Design wb_cmd_master_flat, sky130hd; sources not shown.
Fig. 1: run 1, the clock network
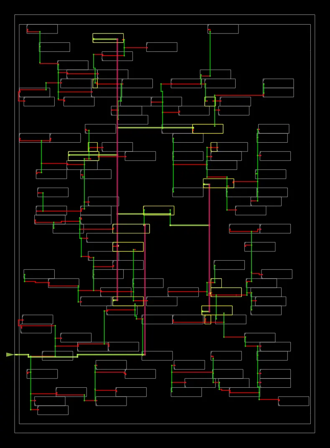
flop count: 108
CTS Sinks: 108
TritonCTS Buffers: 9
Clock group: 0.849 mW
# clk buffers: 10

Fig. 2: run 1, cell classes on the final placement
The bar under the picture is 20 microns long.
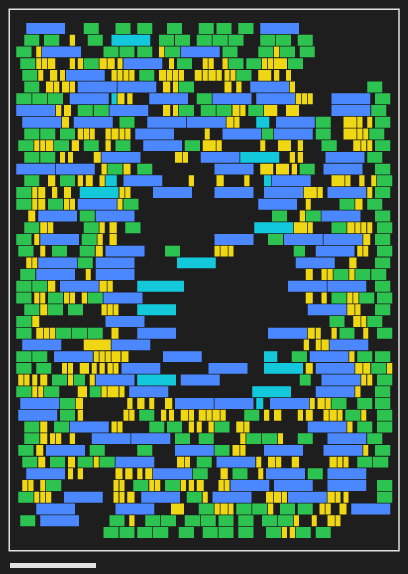
[remaining buffers and delay cells] green | cells: 218 | share of their area: 33%
[remaining logic cells] yellow | cells: 332 | share of their area: 22%
[clock drivers and dummy loads] cyan | cells: 16 | share of their area: 4.4%
[registers] blue | cells: 108 | share of their area: 41%
row count: 44
Seq area share: 39.8%
post-layout instance area: 6790 sq um
CORE AREA: 10500 sq um
fin util: 64.9%

Fig. 3: run 1, metal 1
Supply wires on this layer in gray.
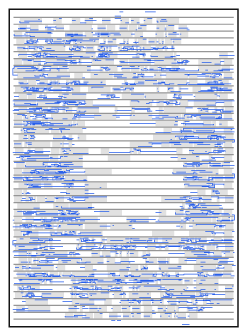
wire length on this layer: 4220 microns
longest straight run: 28.5 microns
share of all routed wire: 39%
main direction: horizontal
nets with wire on the layer: 651
drt total wl: 10.8 mm
vias after detailed routing: 3715

==> reports/qor.csv, run 1 <==
stage,metric,value,unit
detailed_routing,initial DRC count,210,
pwr,Clock power frac,16.2,%
yosys,MUX share of area,0,%
clocking,CTS tree,done,
pwr,P_leak,3.34,nW
global_routing,met2 GRT Util,33.5,%
final_timing,max-slew violation count,0,
final_timing,top achievable clock speed,461,MHz
min_path,Worst Hold Class,flip-flop to flip-flop,
finish,Clock-cell share,4.33,%
yosys,Cell area leaders,"dfrtp_1 (62%), nand2_1 (13%), o21ai_1 (6.4%)",
final_timing,endpoints failing setup,0,
yosys,Dominant Register Cell,dfrtp_1,
yosys,post-synthesis compound-gate area fraction,9.36,%
finish,fin nets,776,
setup_path,worst path arrival time,2.28,ns
setup_path,crit path buf inv count,2,
finish,logic share of the area,17.2,%
setup_path,crit path kind,input pin to flip-flop,
finish,layout cells sized above 1,5.93,%
yosys,Synth area leader,dfrtp_1,
yosys,largest family of logic cells by area,simple AND/OR/NAND/NOR gates,
setup_path,CP max stage cell,clkdlybuf4s50_1,
finish,Diodes inserted,0,
setup_path,FF-to-FF setup slack,2.11,ns
global_routing,number of global-route vias before repair,3763,
final_timing,min setup slack post-route,1.93,ns
global_routing,largest net degree at the start of global routing,84,
final_timing,fin crit period,2.17,ns
yosys,top-count cell post-synth,nand2_1,
clocking,Clk Tree Root Cell,clkbuf_16,
final_timing,period utilization,52.9,%
floorplanning,Die Ht,125,microns
status,status,finished clean,
place,Placed Instance Area,6500,sq um
yosys,Yosys Warn Count,0,
finish,Reg area,2700,sq um
setup_path,worst path cell trace,"clkdlybuf4s50_1, nand3_4, buf_4, nand2_1, o21ai_1",
finish,most frequent cells in the layout,"clkdlybuf4s50_1 (213), nand2_1 (147), dfrtp_1 (108)",
setup_path,"delay-heaviest family, CP",buffers and inverters,
final_timing,worst-margin pin slew,0.720,ns
clocking,"Setup Fix Bufs, Post-CTS",0,
global_routing,met1 GRT Util,23.6,%
detailed_routing,Pre-Repair DR Iteration Count,4,
setup_path,Worst Reg-to-Reg Cells,5,
floorplanning,number of I/O pins,215,
yosys,syn avg cell area,9.32,sq um
finish,largest cell class by area,registers,
place,Post-DP HPWL,7.90,mm
yosys,xor/xnor share,0,%
yosys,Synth Area in Simple Gates,17.3,%
yosys,Yosys Instances,466,
floorplanning,full die area,11300,sq um
yosys,top area contributor share,62.2,%
detailed_routing,routed len/inst,13.2,microns
detailed_routing,routed wl met2,5.32,mm
finish,Logic cell area,1170,sq um
finish,bufs w/o clock,218,
yosys,most instantiated cells after synthesis,"nand2_1 (147), dfrtp_1 (108), inv_1 (72)",
setup_path,Levels on crit path,5,
setup_path,worst-path fanout max,55,
detailed_routing,met1 WL,4.22,mm
detailed_routing,DRT antenna net count,0,
yosys,synthesized area,4350,sq um
pwr,Peak VDD IR,414,uV
clocking,CTS HTree Levels,3,
pwr,Seq power,1.84,mW
final_timing,Setup TNS,0,ns
global_routing,first-pass GRT wire length,18.0,mm
clocking,count of cells resized by post-cts repair,0,
yosys,yosys synthesis chip area,4350,sq um
global_routing,Tot GR Track Use,20.0,%
finish,inverter count,74,
setup_path,Worst Setup End Kind,flip-flop,
final_timing,RSZ-0062 raised after global routing,no,
final_timing,Final Hold Fails,0,
setup_path,WP data required,4.21,ns
Fig. 4: run 1, cell sizes after repair
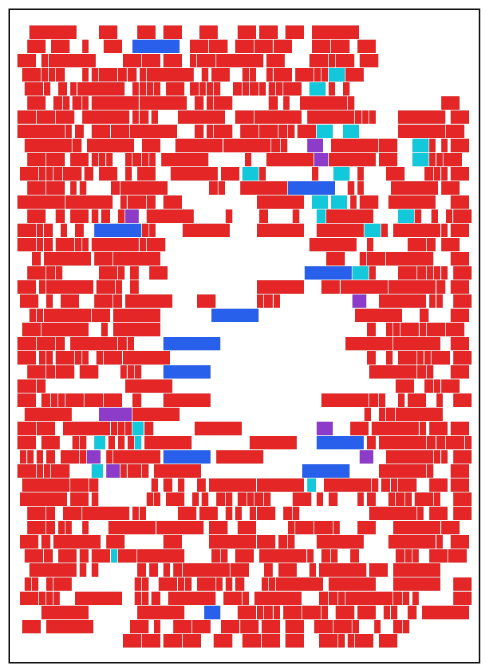

--- run 2 (diff from run 1) ---
==> constraint.sdc (replaced) <==
create_clock -name wb_clk_i -period 2.2 [get_ports wb_clk_i]
set_clock_uncertainty 0.1 [all_clocks]
set_input_delay 0.33 -clock wb_clk_i [delete_from_list [all_inputs] [get_ports wb_clk_i]]
set_output_delay 0.33 -clock wb_clk_i [all_outputs]
set_load 0.02 [all_outputs]
Fig. 5: run 2, cell sizes after repair
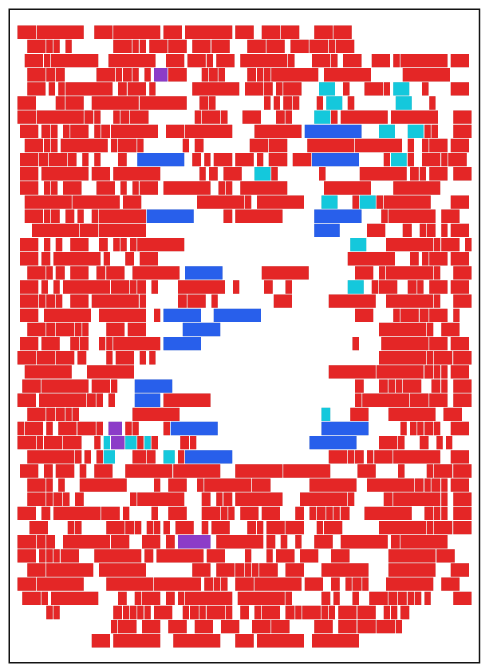
[x1 and smaller] red | cells: 634 | share: 94%
[x6 and larger] blue | cells: 17 | share: 2.5%
[x3 and x4] purple | cells: 4 | share: 0.59%
[x2] cyan | cells: 19 | share: 2.8%
min setup slack post-route: 0.389 ns
post-layout instance area: 6870 sq um
Syn-to-layout area delta: 58.0%
bufs w/o clock: 220

==> run 2 against run 1 <==
  * Synthesized area stayed put
  * Worst setup slack worse by 1.5 ns
  * Via count is 0.27% lower
  * Non-clock buffer count is 2 higher
  * Critical path depth is 4 lower
  * Synthesized cell count stayed put
  * Power is 88% higher
  * Wire length is 2.3% higher
  * Flip-flop count stayed put
  * Hold slack worse by 0.11 ns
  * Core utilization is 0.71 points higher
  * Sequential share of layout area is 0.43 points lower
  * Critical path type is now flip-flop to output port
  * Largest power group unchanged
==> reports/qor.csv, run 2 <==
stage,metric,value,unit
yosys,top area contributor share,62.2,%
finish,layout cells sized above 1,5.93,%
finish,fin util,65.6,%
setup_path,"delay-heaviest family, CP",buffers and inverters,
yosys,syn avg cell area,9.32,sq um
global_routing,first-pass GRT wire length,18.2,mm
setup_path,WP data required,1.77,ns
global_routing,number of global-route vias before repair,3829,
place,Post-DP HPWL,8.14,mm
floorplanning,Die Ht,125,microns
pwr,Clock power frac,16.1,%
finish,fin nets,778,
final_timing,Final Hold Fails,0,
clocking,CTS tree,done,
detailed_routing,routed wl met2,5.25,mm
final_timing,max-slew violation count,0,
finish,largest cell class by area,registers,
clocking,CTS Sinks,108,
floorplanning,row count,44,
clocking,CTS HTree Levels,3,
yosys,Synth area leader,dfrtp_1,
detailed_routing,met1 WL,4.43,mm
setup_path,Worst Setup End Kind,output port,
detailed_routing,initial DRC count,169,
yosys,yosys synthesis chip area,4350,sq um
pwr,Seq power,3.43,mW
global_routing,largest net degree at the start of global routing,71,
detailed_routing,Pre-Repair DR Iteration Count,4,
yosys,xor/xnor share,0,%
finish,flop count,108,
global_routing,met2 GRT Util,32.8,%
setup_path,crit path kind,flip-flop to output port,
finish,Reg area,2700,sq um
min_path,Worst Hold Class,input pin to async pin,
setup_path,Worst Reg-to-Reg Cells,5,
setup_path,crit path buf inv count,1,
yosys,post-synthesis compound-gate area fraction,9.36,%
yosys,Yosys Instances,466,
detailed_routing,routed len/inst,13.5,microns
global_routing,met1 GRT Util,24.3,%
final_timing,endpoints failing setup,0,
finish,Seq area share,39.4,%
final_timing,fin crit period,1.81,ns
global_routing,Tot GR Track Use,20.0,%
finish,inverter count,74,
yosys,largest family of logic cells by area,simple AND/OR/NAND/NOR gates,
setup_path,worst path cell trace,clkdlybuf4s50_1,
yosys,Synth Area in Simple Gates,17.3,%
detailed_routing,drt total wl,11.0,mm
status,status,finished clean,
detailed_routing,vias after detailed routing,3705,
yosys,top-count cell post-synth,nand2_1,
clocking,TritonCTS Buffers,9,
pwr,P_leak,3.38,nW
finish,most frequent cells in the layout,"clkdlybuf4s50_1 (213), nand2_1 (147), dfrtp_1 (108)",
floorplanning,number of I/O pins,215,
final_timing,RSZ-0062 raised after global routing,no,
setup_path,Levels on crit path,1,
Fig. 6: run 2, the clock network
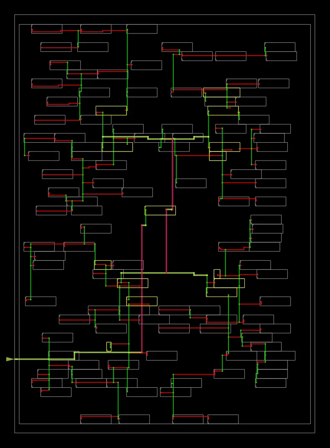
Clock group: 1.59 mW
Late-Pin Clk Latency: 0.33 ns
# clk buffers: 12

Power is estimated from default activity; no workload was simulated.
